**src/rtl/spi_pkg.sv**
```systemverilog
// Shared definitions for the SPI-to-RAM slave front end: FSM states and
// command encodings carried in the first two bits of every frame.
package spi_pkg;

    typedef enum logic [2:0] {
        IDLE,
        CHK_CMD,
        WRITE,
        READ_ADD,
        READ_DATA,
        TX
    } spi_state_e;

    localparam logic [1:0] CMD_WR_ADDR = 2'b00;
    localparam logic [1:0] CMD_WR_DATA = 2'b01;
    localparam logic [1:0] CMD_RD_ADDR = 2'b10;
    localparam logic [1:0] CMD_RD_DATA = 2'b11;

endpackage

```
**src/rtl/spi_shift_reg.sv**
```systemverilog
// Generic serial shift register used for both the MOSI capture path and the
// MISO launch path. `shifted` is the value the register takes on a shift.
module spi_shift_reg #(
    parameter int unsigned WIDTH     = 8,
    parameter bit          MSB_FIRST = 1'b1
) (
    input  logic             clk,
    input  logic             rst_n,
    input  logic             clr,
    input  logic             load,
    input  logic             shift_en,
    input  logic             ser_in,
    input  logic [WIDTH-1:0] load_data,
    output logic [WIDTH-1:0] shifted
);

    logic [WIDTH-1:0] data_q;
    logic [WIDTH-1:0] data_d;

    always_comb begin
        shifted = MSB_FIRST ? {data_q[WIDTH-2:0], ser_in} : {ser_in, data_q[WIDTH-1:1]};
        data_d  = data_q;
        if (clr) begin
            data_d = '0;
        end else if (load) begin
            data_d = load_data;
        end else if (shift_en) begin
            data_d = shifted;
        end
    end

    always_ff @(posedge clk or negedge rst_n) begin
        if (!rst_n) begin
            data_q <= '0;
        end else begin
            data_q <= data_d;
        end
    end

endmodule

```
**src/rtl/spi_slave_gen.sv**
```systemverilog
// SPI slave front end: deserialises {cmd, payload} frames for the RAM
// controller and serialises RAM read data back onto MISO.
module spi_slave_gen
    import spi_pkg::*;
#(
    parameter int unsigned PAYLOAD_W = 8,
    parameter bit          MSB_FIRST = 1'b1
) (
    input  logic                 clk,
    input  logic                 rst_n,
    input  logic                 SS_n,
    input  logic                 MOSI,
    input  logic                 tx_valid,
    input  logic [PAYLOAD_W-1:0] tx_data,
    output logic                 MISO,
    output logic                 rx_valid,
    output logic [PAYLOAD_W+1:0] rx_data,
    output logic                 frame_err,
    output logic                 cmd_err
);

    localparam int unsigned FRAME_W = PAYLOAD_W + 2;
    localparam int unsigned CNT_W   = $clog2(FRAME_W + 1);
    localparam logic [CNT_W-1:0] FRAME_CNT = CNT_W'(FRAME_W);
    localparam logic [CNT_W-1:0] LAST_CNT  = CNT_W'(FRAME_W - 1);
    localparam logic [CNT_W-1:0] PAY_CNT   = CNT_W'(PAYLOAD_W);
    localparam logic [CNT_W-1:0] ONE_CNT   = CNT_W'(1);
    localparam logic [CNT_W-1:0] TWO_CNT   = CNT_W'(2);
    // Selects the bit that goes out first on MISO for the configured order.
    localparam logic [PAYLOAD_W-1:0] TX_HEAD = MSB_FIRST ?
        {1'b1, {(PAYLOAD_W-1){1'b0}}} : {{(PAYLOAD_W-1){1'b0}}, 1'b1};

    spi_state_e           state_q, state_d;
    logic [CNT_W-1:0]     bit_cnt_q, bit_cnt_d;
    logic [CNT_W-1:0]     tx_cnt_q, tx_cnt_d;
    logic                 rd_addr_pend_q, rd_addr_pend_d;
    logic                 miso_q, miso_d;
    logic                 rx_valid_q, rx_valid_d;
    logic [FRAME_W-1:0]   rx_data_q, rx_data_d;
    logic                 frame_err_q, frame_err_d;
    logic                 cmd_err_q, cmd_err_d;

    logic                 rx_clr, rx_shift_en;
    logic                 tx_clr, tx_load, tx_shift_en;
    logic [FRAME_W-1:0]   rx_nxt;
    logic [PAYLOAD_W-1:0] tx_nxt;
    logic [1:0]           cmd_now;
    logic [FRAME_W-1:0]   rx_word;

    spi_shift_reg #(.WIDTH(FRAME_W), .MSB_FIRST(MSB_FIRST)) u_rx_sr (
        .clk       (clk),
        .rst_n     (rst_n),
        .clr       (rx_clr),
        .load      (1'b0),
        .shift_en  (rx_shift_en),
        .ser_in    (MOSI),
        .load_data ({FRAME_W{1'b0}}),
        .shifted   (rx_nxt)
    );

    spi_shift_reg #(.WIDTH(PAYLOAD_W), .MSB_FIRST(MSB_FIRST)) u_tx_sr (
        .clk       (clk),
        .rst_n     (rst_n),
        .clr       (tx_clr),
        .load      (tx_load),
        .shift_en  (tx_shift_en),
        .ser_in    (1'b0),
        .load_data (tx_data),
        .shifted   (tx_nxt)
    );

    // Both fields keep their own bit order, so LSB-first frames land with the
    // command in the low two bits of the shift register and need rotating.
    assign cmd_now = MSB_FIRST ? rx_nxt[1:0] : {rx_nxt[FRAME_W-1], rx_nxt[FRAME_W-2]};
    assign rx_word = MSB_FIRST ? rx_nxt : {rx_nxt[1:0], rx_nxt[FRAME_W-1:2]};

    always_comb begin
        state_d        = state_q;
        bit_cnt_d      = bit_cnt_q;
        tx_cnt_d       = tx_cnt_q;
        rd_addr_pend_d = rd_addr_pend_q;
        miso_d         = miso_q;
        rx_valid_d     = 1'b0;
        rx_data_d      = rx_data_q;
        frame_err_d    = 1'b0;
        cmd_err_d      = 1'b0;
        rx_clr         = 1'b0;
        rx_shift_en    = 1'b0;
        tx_clr         = 1'b0;
        tx_load        = 1'b0;
        tx_shift_en    = 1'b0;

        if (SS_n) begin
            state_d   = IDLE;
            bit_cnt_d = '0;
            tx_cnt_d  = '0;
            miso_d    = 1'b0;
            rx_clr    = 1'b1;
            tx_clr    = 1'b1;
            if ((state_q inside {CHK_CMD, WRITE, READ_ADD, READ_DATA}) && (bit_cnt_q != FRAME_CNT)) begin
                frame_err_d = 1'b1;
            end
        end else begin
            case (state_q)
                IDLE: begin
                    rx_shift_en = 1'b1;
                    bit_cnt_d   = ONE_CNT;
                    state_d     = CHK_CMD;
                end
                CHK_CMD: begin
                    rx_shift_en = 1'b1;
                    bit_cnt_d   = TWO_CNT;
                    case (cmd_now)
                        CMD_WR_ADDR, CMD_WR_DATA: state_d = WRITE;
                        CMD_RD_ADDR:              state_d = READ_ADD;
                        default:                  state_d = READ_DATA;
                    endcase
                end
                WRITE, READ_ADD, READ_DATA: begin
                    if (bit_cnt_q != FRAME_CNT) begin
                        rx_shift_en = 1'b1;
                        bit_cnt_d   = bit_cnt_q + ONE_CNT;
                        if (bit_cnt_q == LAST_CNT) begin
                            rx_valid_d = 1'b1;
                            rx_data_d  = rx_word;
                            if (state_q == READ_ADD) begin
                                rd_addr_pend_d = 1'b1;
                            end
                            if (state_q == READ_DATA) begin
                                rd_addr_pend_d = 1'b0;
                                cmd_err_d      = !rd_addr_pend_q;
                                state_d        = TX;
                            end
                        end
                    end
                end
                TX: begin
                    // tx_cnt counts bits already launched; 0 means still waiting.
                    if (tx_cnt_q == '0) begin
                        if (tx_valid) begin
                            tx_load  = 1'b1;
                            miso_d   = |(tx_data & TX_HEAD);
                            tx_cnt_d = ONE_CNT;
                        end
                    end else if (tx_cnt_q != PAY_CNT) begin
                        tx_shift_en = 1'b1;
                        miso_d      = |(tx_nxt & TX_HEAD);
                        tx_cnt_d    = tx_cnt_q + ONE_CNT;
                    end else begin
                        miso_d = 1'b0;
                    end
                end
                default: state_d = IDLE;
            endcase
        end
    end

    always_ff @(posedge clk or negedge rst_n) begin
        if (!rst_n) begin
            state_q        <= IDLE;
            bit_cnt_q      <= '0;
            tx_cnt_q       <= '0;
            rd_addr_pend_q <= 1'b0;
            miso_q         <= 1'b0;
            rx_valid_q     <= 1'b0;
            rx_data_q      <= '0;
            frame_err_q    <= 1'b0;
            cmd_err_q      <= 1'b0;
        end else begin
            state_q        <= state_d;
            bit_cnt_q      <= bit_cnt_d;
            tx_cnt_q       <= tx_cnt_d;
            rd_addr_pend_q <= rd_addr_pend_d;
            miso_q         <= miso_d;
            rx_valid_q     <= rx_valid_d;
            rx_data_q      <= rx_data_d;
            frame_err_q    <= frame_err_d;
            cmd_err_q      <= cmd_err_d;
        end
    end

    assign MISO      = miso_q;
    assign rx_valid  = rx_valid_q;
    assign rx_data   = rx_data_q;
    assign frame_err = frame_err_q;
    assign cmd_err   = cmd_err_q;

endmodule

```
**config.mk**
```make
export PLATFORM = sky130hd
export DESIGN_NAME = spi_slave_gen
export DESIGN_NICKNAME = d
export VERILOG_FILES = /design/src/rtl/spi_pkg.sv /design/src/rtl/spi_shift_reg.sv /design/src/rtl/spi_slave_gen.sv
export SDC_FILE = /design/constraint.sdc
export NUM_CORES = 1
export LEC_CHECK = 0
export CORE_ASPECT_RATIO = 1.5
export CORE_UTILIZATION = 58
export DETAILED_ROUTE_END_ITERATION = 7
export PLACE_DENSITY = 0.94
export RECOVER_POWER = 25
export SYNTH_ARGS = -nofsm -noshare
export SYNTH_HDL_FRONTEND = slang
export SYNTH_SLANG_ARGS = --single-unit
```
**constraint.sdc**
```tcl
create_clock -name clk -period 2.99 [get_ports clk]
set_clock_uncertainty 0.1 [all_clocks]
set_input_delay 0.598 -clock clk [delete_from_list [all_inputs] [get_ports clk]]
set_output_delay 0.598 -clock clk [all_outputs]
set_load 0.005 [all_outputs]
```
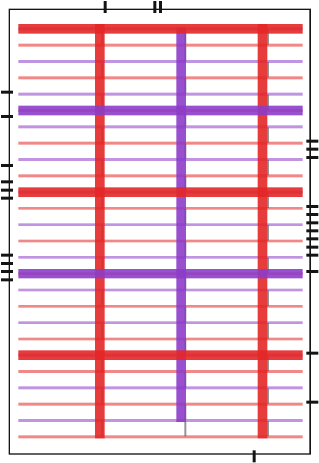
Figure 1: run 1, power grid.
(6 px per micron) Pins as bars on the die edge. Tap cells in gray.
| color | net |
|---|---|
| red | VSS |
| purple | VDD |
met4 straps: 3
met5 straps: 5
signal pins: 27

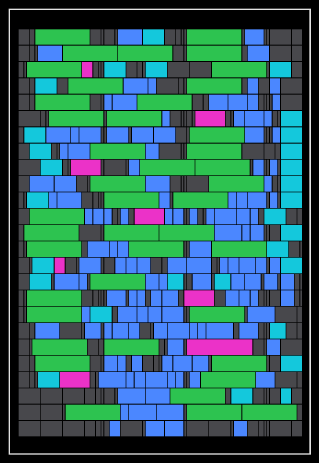
Figure 2: run 1, placement by cell class.
(6 px per micron) Fill, decap, tap and diode cells in gray.
| color | class | cells |
|---|---|---|
| magenta | clock drivers and dummy loads | 8 |
| blue | remaining logic cells | 132 |
| cyan | remaining buffers and delay cells | 29 |
| green | registers | 42 |

==> impl_metrics.json, run 1 <==
{
  "run_status": "complete, no violations",
  "post-synth-top-count-cell": "dfrtp_1",
  "top_cells_by_area": "dfrtp_1 53%, mux2_2 5.6%, mux2i_1 5.5%",
  "clk_root_buffer_cell": "clkbuf_8",
  "setup_violations": 0,
  "cts_resized": 0,
  "power.switching_mw": 0.277,
  "tapCellCount": 40,
  "timing.final.crit_period_ns": 2.09,
  "seq_share_pct": 43.9,
  "final_layout_top_logic_cell": "dfrtp_1",
  "postSynthCellCount": 181,
  "worst-r2r-cell-count": 7,
  "min-delay-path-class": "in -> async",
  "ys_async_sr_fraction_pct": 100,
  "met2RoutedLength_microns": 2380,
  "final.clkbuf_count": 5,
  "clock_path_buffers": 2,
  "portion_of_the_post_synthesis_area_used_by_sequential_elements_pct": 52.6,
  "route.detailed.drc": 0,
  "crit-reg2reg-launch": "bit_cnt_q[0]$_DFFE_PN0P_",
  "finalHoldWorstSlack_ns": 0.318,
  "chipArea_sq_mm": 0.00369,
  "worst-endpoint-required_ns": 3.07,
  "place.detailed.hpwl_microns": 2980,
  "num-multi-input-gates": 124,
  "worst_skew_pair.late_latency_ns": 0.30,
  "h-tree-depth": 2,
  "coreArea_sq_mm": 0.00322,
  "synth.yosys.chip_area_sq_mm": 0.00200,
  "total_length_of_routed_met3_wires_microns": 157,
  "antenna_cells": 0,
  "finalHoldViolations": 0,
  "vias_in_the_first_global_route": 1585,
  "critical_path.reg2reg.endpoint": "rx_data[0]$_DFFE_PN0P_",
  "area.sequential_sq_mm": 0.00105,
  "tool_warnings": 29,
  "drt-vias-per-instance": 5.96,
  "num-nonclk-buffers": 29,
  "slew_viol_final": 0,
  "most_heavily_used_metal_layer_in_global_routing": "met2",
  "vdd.ir_drop.worst_mv": 0.368,
  "synthToLayoutAreaGrowth_pct": 19.8,
  "grt.met2_usage_pct": 50.5,
  "mappedNetlistNets": 199,
  "p_seq_mw": 0.617,
  "avg_inst_size_synth_sq_um": 11.0,
  "internal-power_mw": 0.889,
  "clk_share_pct": 4.55,
  "number_of_clock_sinks_seen_by_cts": 42,
  "top_signal_layer_used": "met4",
  "worstSetupStartpointType": "input pin",
  "post-cts-setup-buffers": 0,
  "ioPinCount": 27,
  "power.combinational.fraction_pct": 9.8,
  "critical_path.endpoint": "rx_data[0]$_DFFE_PN0P_",
  "setup_repair_after_global_routing_missed_its_margin": "false",
  "fp_util_pct": 62.0,
  "comb_power_mw": 0.115,
  "n_sequential_cell": 42,
  "final_layout_top_logic_cells": "42 x dfrtp_1, 25 x clkdlybuf4s50_1, 15 x nor2_1",
  "max_slew.worst_pin.slew_ns": 0.887,
  "cts_tree": "yes",
  "leakage_nw": 1.12,
  "timing.critical_path.fanout_max": 11,
  "clock_power_share_pct": 37.3,
  "synthDistinctLibCells": 39,
  "place.gp.congestion": 0.809,
  "maxCapViolations": 0,
  "synth_stat.cells": 181,
  "worst_setup_path_startpoint": "SS_n",
  "pwr-share-seq_pct": 52.9,
  "cts-hold-fix-buffers": 0,
  "row_count": 25,
  "grtUsageMet3_pct": 6.21
}
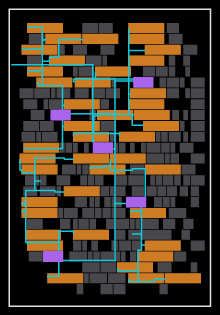
Figure 3: run 1, clock network drawn from the DEF.
(4 px per micron)
[cyan] clock wires | length: 447 microns
[purple] clock-net drivers | count: 5
[orange] flip-flops | count: 42
routed clock nets: 6
flops lie: all over the die

[run 1: logic make-up after synthesis]
group / Yosys count / share of synthesized area [%]
buffers and inverters: 15 / 3.57
muxes: 21 / 11.2
and+or+nand+nor: 59 / 16.0
xor gates and xnor gates: 3 / 1.32
DFF: 42 / 52.6
adders and majority gates: 5 / 3.13
AOI/OAI and AO/OA: 36 / 12.2
[run 1: flip-flops by register name, summed over array words and instances (netlist names), 3 cells and up]
signal	cells
u_rx_sr.data_q	9
u_tx_sr.data_q	7
state_q	3
bit_cnt_q	4
tx_cnt_q	4
rx_data	10
[run 1: per-stage QoR]
| stage | instance area [sq um] | total power, mW | setup slack [ns] | utilization (%) | std cells |
|---|---|---|---|---|---|
| final | 2390 | 1.17 | 0.903 | 74.3 | 251 |
| after global routing | 2390 | 1.21 | 0.784 | 74.3 | 251 |
| after CTS | 2390 | 1.17 | 0.898 | 74.3 | 251 |
| after detailed placement | 2280 | 0.740 | 0.611 | 70.9 | 243 |
| after global placement | 2280 | 0.731 | 0.705 | 70.9 | 243 |
| after floorplan | 2000 | 0.687 | 1.05 | - | 181 |
[run 1: worst min-delay path by stage]
stage / to / slack (ns) / cells after the start
after floorplan: MISO$_DFFE_PN0P_ / 0.20 / 0
after global routing: tx_cnt_q[3]$_DFFE_PN0P_ / 0.40 / 1
after CTS: tx_cnt_q[1]$_DFFE_PN0P_ / 0.35 / 1
after global placement: cmd_err$_DFF_PN0_ / 0.35 / 1
after detailed placement: cmd_err$_DFF_PN0_ / 0.34 / 1
final: tx_cnt_q[3]$_DFFE_PN0P_ / 0.32 / 1
[run 1: critical path: cells and delay by family]
kind                   cells  cell delay (ns)
and+or+nand+nor            2             0.22
buffers and inverters      3             0.97
muxes                      1             0.37
==> run 2, diff against run 1 <==
--- a/config.mk
+++ b/config.mk
@@ -6,9 +6,9 @@
 export NUM_CORES = 1
 export LEC_CHECK = 0
 export CORE_ASPECT_RATIO = 1.5
-export CORE_UTILIZATION = 58
+export CORE_UTILIZATION = 54
 export DETAILED_ROUTE_END_ITERATION = 7
-export PLACE_DENSITY = 0.94
+export PLACE_DENSITY = 0.89
 export RECOVER_POWER = 25
 export SYNTH_ARGS = -nofsm -noshare
 export SYNTH_HDL_FRONTEND = slang
==> constraint.sdc (replaced) <==
create_clock -name clk -period 2.1 [get_ports clk]
set_clock_uncertainty 0.1 [all_clocks]
set_input_delay 0.42 -clock clk [delete_from_list [all_inputs] [get_ports clk]]
set_output_delay 0.42 -clock clk [all_outputs]
set_load 0.005 [all_outputs]
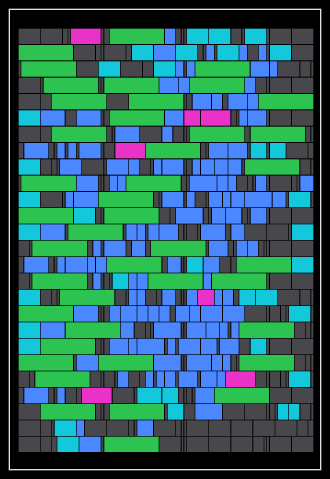
Figure 4: run 2, placement by cell class.
(6 px per micron) Fill, decap, tap and diode cells in gray.
| color | class | cells |
|---|---|---|
| blue | remaining logic cells | 132 |
| magenta | clock drivers and dummy loads | 7 |
| green | registers | 42 |
| cyan | remaining buffers and delay cells | 36 |

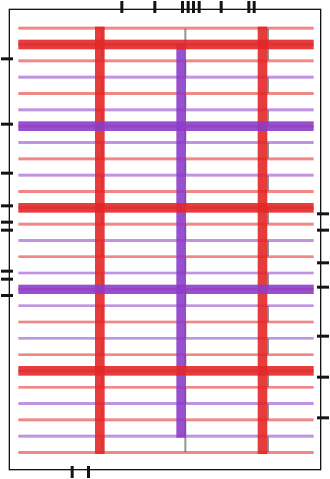
Figure 5: run 2, power grid.
(6 px per micron) Pins as bars on the die edge. Tap cells in gray.
| color | net |
|---|---|
| red | VSS |
| purple | VDD |
rows: 26
tap cells: 42
signal pins: 27
met5 straps: 5

==> run 2 against run 1 <==
Utilization shrank 4.6 points. Combinational power grew 49%. Hold slack lost 0.050 ns. Routed wire length shrank 12%.
==> impl_metrics.json, run 2 <==
{
  "avg_inst_size_synth_sq_um": 11.0,
  "p_seq_mw": 0.871,
  "tool_warnings": 29,
  "clock.fmax_mhz": 499,
  "ys.flop_type": "dfrtp_1",
  "post_synth_instance_area_sq_mm": 0.00200,
  "fin_cells": 259,
  "total_vias_in_the_final_route": 1480,
  "clkTransAtPathRegs_ns": 0.08,
  "grt_first_pass_wirelength_microns": 6310,
  "grt_antenna_before_repair": 0,
  "place.detailed.hpwl_microns": 2550,
  "max_slew.worst_pin.slew_ns": 1.01,
  "cp_data_arrival_time_ns": 2.09,
  "worst-endpoint-required_ns": 2.19,
  "finalHoldViolations": 0,
  "synthXorXnorAreaFrac_pct": 1.32,
  "fp_util_pct": 57.4,
  "clock_path_buffers": 2,
  "crit_path_buf_inv_count": 1,
  "timing.setup.critical_path_class": "reg -> reg",
  "detail-route-antenna-nets": 0,
  "clock_power_share_pct": 32.4,
  "place.gp.congestion": 0.814,
  "grt_start_max_net_pins": 43,
  "timing.critical_path.fanout_max": 11,
  "synth.yosys.chip_area_sq_mm": 0.00200,
  "largest_area_cell": "dfrtp_1",
  "synth_stat.cells": 181,
  "postSynthCellCount": 181,
  "ys.flops": 42,
  "postRouteWirelength_microns": 3720,
  "sw_frac_of_total_pct": 25.4,
  "post-layout-total-power_mw": 1.54,
  "place.detailed.instances": 252,
  "slew_viol_final": 0,
  "width_of_the_die_microns": 51.7,
  "timing.final.crit_period_ns": 2.01,
  "critPathMaxStageDelay_ns": 0.43,
  "routedWlPerCell_microns": 14.4,
  "h-tree-depth": 2,
  "coreArea_sq_mm": 0.00348,
  "row_count": 26,
  "comb_power_mw": 0.171,
  "mappedNetlistNets": 199,
  "route.detailed.drc": 0,
  "synthAdderAreaFrac_pct": 3.13,
  "cp_slowest_cell": "dfrtp_1",
  "cp_cell_sequence": "ha_1 -> nand4bb_1 -> nand2b_1 -> nor2_1 -> buf_6 -> mux2_2",
  "number_of_clock_sinks_seen_by_cts": 42,
  "final_layout_top_logic_cells": "42 x dfrtp_1, 25 x clkdlybuf4s50_1, 15 x nor2_1",
  "cellPowerDensity_mw_per_mm2": 636,
  "end_kind": "flip-flop",
  "min_period_over_period_pct": 95.5,
  "post-route-worst-setup-slack_ns": 0.0944,
  "ioPinCount": 27,
  "setup_violations": 0,
  "vias_in_the_first_global_route": 1438,
  "worst_skew_pair.late_latency_ns": 0.30,
  "largest_register_ff_count": 10,
  "muxShareOfSynthArea_pct": 11.2,
  "finish.utilization_pct": 69.6,
  "yosys.area_share.simple_pct": 16.0,
  "maxCapViolations": 0,
  "placement.cell_area_sq_mm": 0.00234,
  "synthToLayoutAreaGrowth_pct": 21.4,
  "vdd.ir_drop.worst_mv": 0.593,
  "min-delay-path-class": "in -> async",
  "power.combinational.fraction_pct": 11.1,
  "track_usage_pct": 21.6,
  "power.switching_mw": 0.392,
  "worst-r2r-cell-count": 6,
  "yosysTopAreaCellShare_pct": 52.6,
  "leakage_nw": 1.13,
  "post-synth-top-count-cell": "dfrtp_1",
  "slew_headroom_pct": 32.3,
  "totalNegativeSetupSlack_ns": 0,
  "crit-reg2reg-launch": "bit_cnt_q[1]$_DFFE_PN0P_",
  "maxPowerGroup": "sequential cells",
  "internal-power_mw": 1.15,
  "finalHoldWorstSlack_ns": 0.268,
  "die_h_microns": 76.5,
  "top_cells_by_area": "dfrtp_1 53%, mux2_2 5.6%, mux2i_1 5.5%",
  "num-nets-final": 235,
  "placement.setup.worst_slack_ns": 0.130,
  "fraction_of_layout_instances_using_a_drive_strength_above_1_pct": 14.7,
  "final_layout_top_logic_cell": "dfrtp_1",
  "placement.io_buffers": 26,
  "power_clock_mw": 0.500,
  "run_status": "complete, no violations",
  "ys_warn_count": 0,
  "finalInstanceArea_sq_mm": 0.00242,
  "clk_root_buffer_cell": "clkbuf_8",
  "critical-path-top-delay-family": "simple AND/OR/NAND/NOR gates",
  "cts_tree": "yes",
  "antenna_cells": 0,
  "critical_path.reg2reg.endpoint": "rx_data[6]$_DFFE_PN0P_",
  "regToRegSetupSlack_ns": 0.09,
  "post_synth_ao_oa_area_fraction_pct": 12.2,
  "cts_inserted_buffers": 5,
  "drt_pre_antenna_iters": 4,
  "detail_route.iter0.violations": 22,
  "portion_of_the_post_synthesis_area_used_by_sequential_elements_pct": 52.6,
  "number_of_flops_mapped_to_enable_cells_by_yosys": 0,
  "synthDistinctLibCells": 39,
  "synthTopLogicFamily": "simple AND/OR/NAND/NOR gates",
  "ys_async_sr_fraction_pct": 100,
  "synth.cells.most_frequent": "42 x dfrtp_1, 15 x nor2_1, 14 x nand2_1",
  "worstSetupStartpointType": "flip-flop",
  "drt-vias-per-instance": 5.71,
  "pwr-share-seq_pct": 56.5,
  "leftover_overflow_at_the_end_of_global_routing": 0,
  "chipArea_sq_mm": 0.00395
}
[run 2: cell counts after synthesis]
No cell type changed its count.
[run 2: cell type report]
cell class	count	area, sq um
sequential	42	1050
inverter	8	30.0
fill	251	1060
clock buffer	5	68.8
timing repair buffer	36	332
clock inverter	2	15.0
tap	42	52.6
multi-input combinational	124	875
[run 2: worst max-delay path by stage]
stage                                        end                startpoint  depth (start not counted)  slack (ns)
after floorplan           rx_data[1]$_DFFE_PN0P_  bit_cnt_q[0]$_DFFE_PN0P_                          7        0.16
after global placement    rx_data[8]$_DFFE_PN0P_                      SS_n                          6        0.18
after detailed placement  rx_data[6]$_DFFE_PN0P_  bit_cnt_q[1]$_DFFE_PN0P_                          6        0.13
after CTS                 rx_data[6]$_DFFE_PN0P_  bit_cnt_q[1]$_DFFE_PN0P_                          6         0.1
after global routing      rx_data[3]$_DFFE_PN0P_  bit_cnt_q[1]$_DFFE_PN0P_                          6       -0.02
final                     rx_data[6]$_DFFE_PN0P_  bit_cnt_q[1]$_DFFE_PN0P_                          6        0.09
[run 2: repair_timing]
| item | 4_1_cts | 5_1_grt |
|---|---|---|
| setup endpoints to repair | 0 | 2 |
| hold buffers | 0 | 0 |
| buffers inserted | 0 | 0 |
| gates resized | 0 | 1 |
[run 2: logic make-up after synthesis]
family / Yosys count
flip-flops: 42
XOR/XNOR: 3
buffers and inverters: 15
AND-OR/OR-AND: 36
adder cells (fa/ha/maj): 5
AND/OR/NAND/NOR: 59
multiplexers: 21
[run 2: metal layers]
layer  vias to the layer above  global-route usage, %  share of wire [%]
li1                        706                      -                  -
met1                       738                   26.6                 41
met2                        30                   34.9                 52
met3                         6                   5.99                4.3
met4                         0                   8.92                1.9
met5                         -                      0                  0
==> run 3, diff against run 2 <==
--- a/config.mk
+++ b/config.mk
@@ -6,10 +6,11 @@
 export NUM_CORES = 1
 export LEC_CHECK = 0
 export CORE_ASPECT_RATIO = 1.5
-export CORE_UTILIZATION = 54
+export CORE_UTILIZATION = 55
 export DETAILED_ROUTE_END_ITERATION = 7
 export PLACE_DENSITY = 0.89
 export RECOVER_POWER = 25
 export SYNTH_ARGS = -nofsm -noshare
 export SYNTH_HDL_FRONTEND = slang
+export SYNTH_HIERARCHICAL = 1
 export SYNTH_SLANG_ARGS = --single-unit
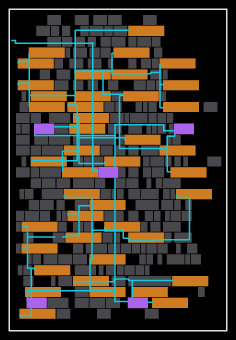
Figure 6: run 3, clock network drawn from the DEF.
(4 px per micron)
[cyan] clock wires | length: 569 microns
[orange] flip-flops | count: 42
[purple] clock-net drivers | count: 5
flops lie: all over the die

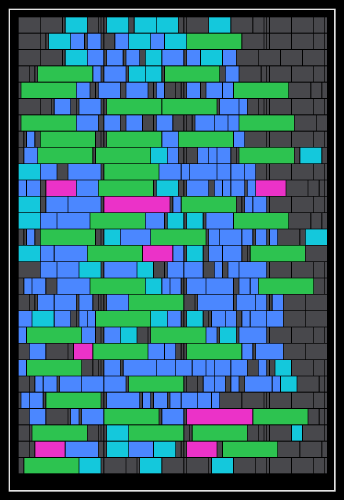
Figure 7: run 3, placement by cell class.
(6 px per micron) Fill, decap, tap and diode cells in gray.
| color | class | cells |
|---|---|---|
| magenta | clock drivers and dummy loads | 8 |
| blue | remaining logic cells | 156 |
| cyan | remaining buffers and delay cells | 42 |
| green | registers | 42 |

==> run 3 against run 2 <==
First-iteration DRC count rose by 32%. Global-route usage is 3.0 points higher. Cell area is 14% higher. Flip-flop count stayed put. Largest cell class is now logic gates. Largest power group unchanged.
==> impl_metrics.json, run 3 <==
{
  "drt-vias-per-instance": 5.59,
  "leakage_nw": 1.22,
  "fin_cells": 293,
  "crit-reg2reg-launch": "bit_cnt_q[0]$_DFFE_PN0P_",
  "sw_frac_of_total_pct": 24.0,
  "min-delay-path-class": "in -> async",
  "placement.setup.worst_slack_ns": 0.0369,
  "post-layout-total-power_mw": 1.88,
  "critPathMaxStageDelay_ns": 0.39,
  "critical_path.endpoint": "u_rx_sr/data_q[5]$_DFFE_PN0P_",
  "maxCapViolations": 0,
  "grt_start_max_net_pins": 36,
  "slew_viol_final": 0,
  "critical_path.reg2reg.endpoint": "u_rx_sr/data_q[5]$_DFFE_PN0P_",
  "drt_pre_antenna_iters": 4,
  "chipArea_sq_mm": 0.00432,
  "setup_violations": 0,
  "grt_first_pass_wirelength_microns": 7470,
  "final_layout_top_logic_cells": "42 x dfrtp_1, 25 x clkdlybuf4s50_1, 21 x a211oi_1",
  "fp_util_pct": 56.9,
  "coreArea_sq_mm": 0.00392,
  "die_h_microns": 80.0,
  "timing.critical_path.fanout_max": 9,
  "clock.fmax_mhz": 507,
  "met1Wirelength_microns": 1830,
  "clk_root_buffer_cell": "clkbuf_8",
  "cts_tree": "yes",
  "timing.final.crit_period_ns": 1.97,
  "finalInstanceArea_sq_mm": 0.00276,
  "place.gp.congestion": 0.825,
  "power.combinational.fraction_pct": 12.3,
  "row_count": 28,
  "min_period_over_period_pct": 93.9,
  "totalNegativeSetupSlack_ns": 0,
  "placement.cell_area_sq_mm": 0.00261,
  "met2RoutedLength_microns": 2300,
  "track_usage_pct": 24.6,
  "ioPinCount": 27,
  "regToRegSetupSlack_ns": 0.13,
  "tool_warnings": 29,
  "cp_cell_sequence": "inv_1 -> ha_1 -> nand3b_1 -> a22oi_2 -> nor2_1 -> buf_4 -> mux2i_1 -> a211oi_1",
  "post_synth_instance_area_sq_mm": 0.00223,
  "synthToLayoutAreaGrowth_pct": 23.5,
  "cts-hold-fix-buffers": 0,
  "internal-power_mw": 1.43,
  "antenna_cells": 0,
  "max_slew.worst_pin.slew_ns": 0.835,
  "fraction_of_layout_instances_using_a_drive_strength_above_1_pct": 17.3,
  "slew_headroom_pct": 44.3,
  "power.switching_mw": 0.451,
  "finalHoldWorstSlack_ns": 0.0954,
  "routedWlPerCell_microns": 15.0,
  "width_of_the_die_microns": 54.0,
  "cellPowerDensity_mw_per_mm2": 682,
  "total_vias_in_the_final_route": 1637,
  "worst-r2r-cell-count": 8,
  "pwr-share-seq_pct": 46.2,
  "place.detailed.instances": 284,
  "avg_inst_size_synth_sq_um": 11.2,
  "placement.io_buffers": 26,
  "num-nets-final": 265,
  "top_signal_layer_used": "met4",
  "post-route-worst-setup-slack_ns": 0.128,
  "worst_setup_path_startpoint": "bit_cnt_q[0]$_DFFE_PN0P_",
  "run_status": "complete, no violations",
  "grt_antenna_before_repair": 0,
  "vias_in_the_first_global_route": 1603,
  "worst-endpoint-required_ns": 2.19,
  "filler_cell_count": 275,
  "final_layout_top_logic_cell": "dfrtp_1",
  "ys_warn_count": 6,
  "postSynthCellCount": 199,
  "detail_route.iter0.violations": 29,
  "total_length_of_routed_met3_wires_microns": 159,
  "clkTransAtPathRegs_ns": 0.09,
  "leftover_overflow_at_the_end_of_global_routing": 0,
  "worstSetupStartpointType": "flip-flop",
  "largest_register_ff_count": 10,
  "worst_skew_pair.late_latency_ns": 0.31,
  "cts_inserted_buffers": 5,
  "detail-route-antenna-nets": 0,
  "h-tree-depth": 2,
  "cp_data_arrival_time_ns": 2.07,
  "end_kind": "flip-flop",
  "vdd.ir_drop.worst_mv": 0.920,
  "finalHoldViolations": 0,
  "postRouteWirelength_microns": 4400,
  "clock_path_buffers": 2,
  "route.detailed.drc": 0,
  "finish.utilization_pct": 70.2,
  "cp_slowest_cell": "dfrtp_1",
  "clock_power_share_pct": 41.5,
  "place.detailed.hpwl_microns": 3080,
  "setup_repair_after_global_routing_missed_its_margin": "false",
  "timing.setup.critical_path_class": "reg -> reg",
  "number_of_clock_sinks_seen_by_cts": 42
}
run 3: metal layers:
metal,GRT usage (%),vias up
li1,-,801
met1,29.7,796
met2,39.5,29
met3,8.00,11
met4,10.0,0
met5,0,-
run 3: layout make-up:
type | instances | area, sq um | share of cell area [%]
flip-flops and latches | 42 | 1050 | 38.1
well taps | 45 | 56.3 | 2.04
multi-input cells | 147 | 1100 | 40.0
inverters | 9 | 33.8 | 1.23
clock inverters | 3 | 68.8 | 2.50
repair buffers | 42 | 375 | 13.6
clock buffers | 5 | 68.8 | 2.50
run 3: power by group through the flow:
stage / registers [mW] / logic [mW] / clock network, mW
3_3_place_gp: 0.884 / 0.217 / 0
4_1_cts: 0.870 / 0.224 / 0.794
2_1_floorplan: 0.875 / 0.152 / 0
5_1_grt: 0.875 / 0.258 / 0.828
3_5_place_dp: 0.886 / 0.222 / 0
6_report: 0.869 / 0.231 / 0.781
run 3: worst max-delay path, delay by kind of cell, from the launching register on:
family | cells | cell delay (ns)
and+or+nand+nor | 2 | 0.25
buffers and inverters | 2 | 0.25
DFF | 1 | 0.39
adders and majority gates | 1 | 0.20
muxes | 1 | 0.13
AOI/OAI and AO/OA | 2 | 0.55
run 3: timing repair:
item | CTS | global route
hold endpoints to repair | 0 | 0
setup endpoints to repair | 0 | 9
setup buffers | 0 | 1
resized | 0 | 1
Power figures rest on the tool's default switching activity, not on a simulated workload.
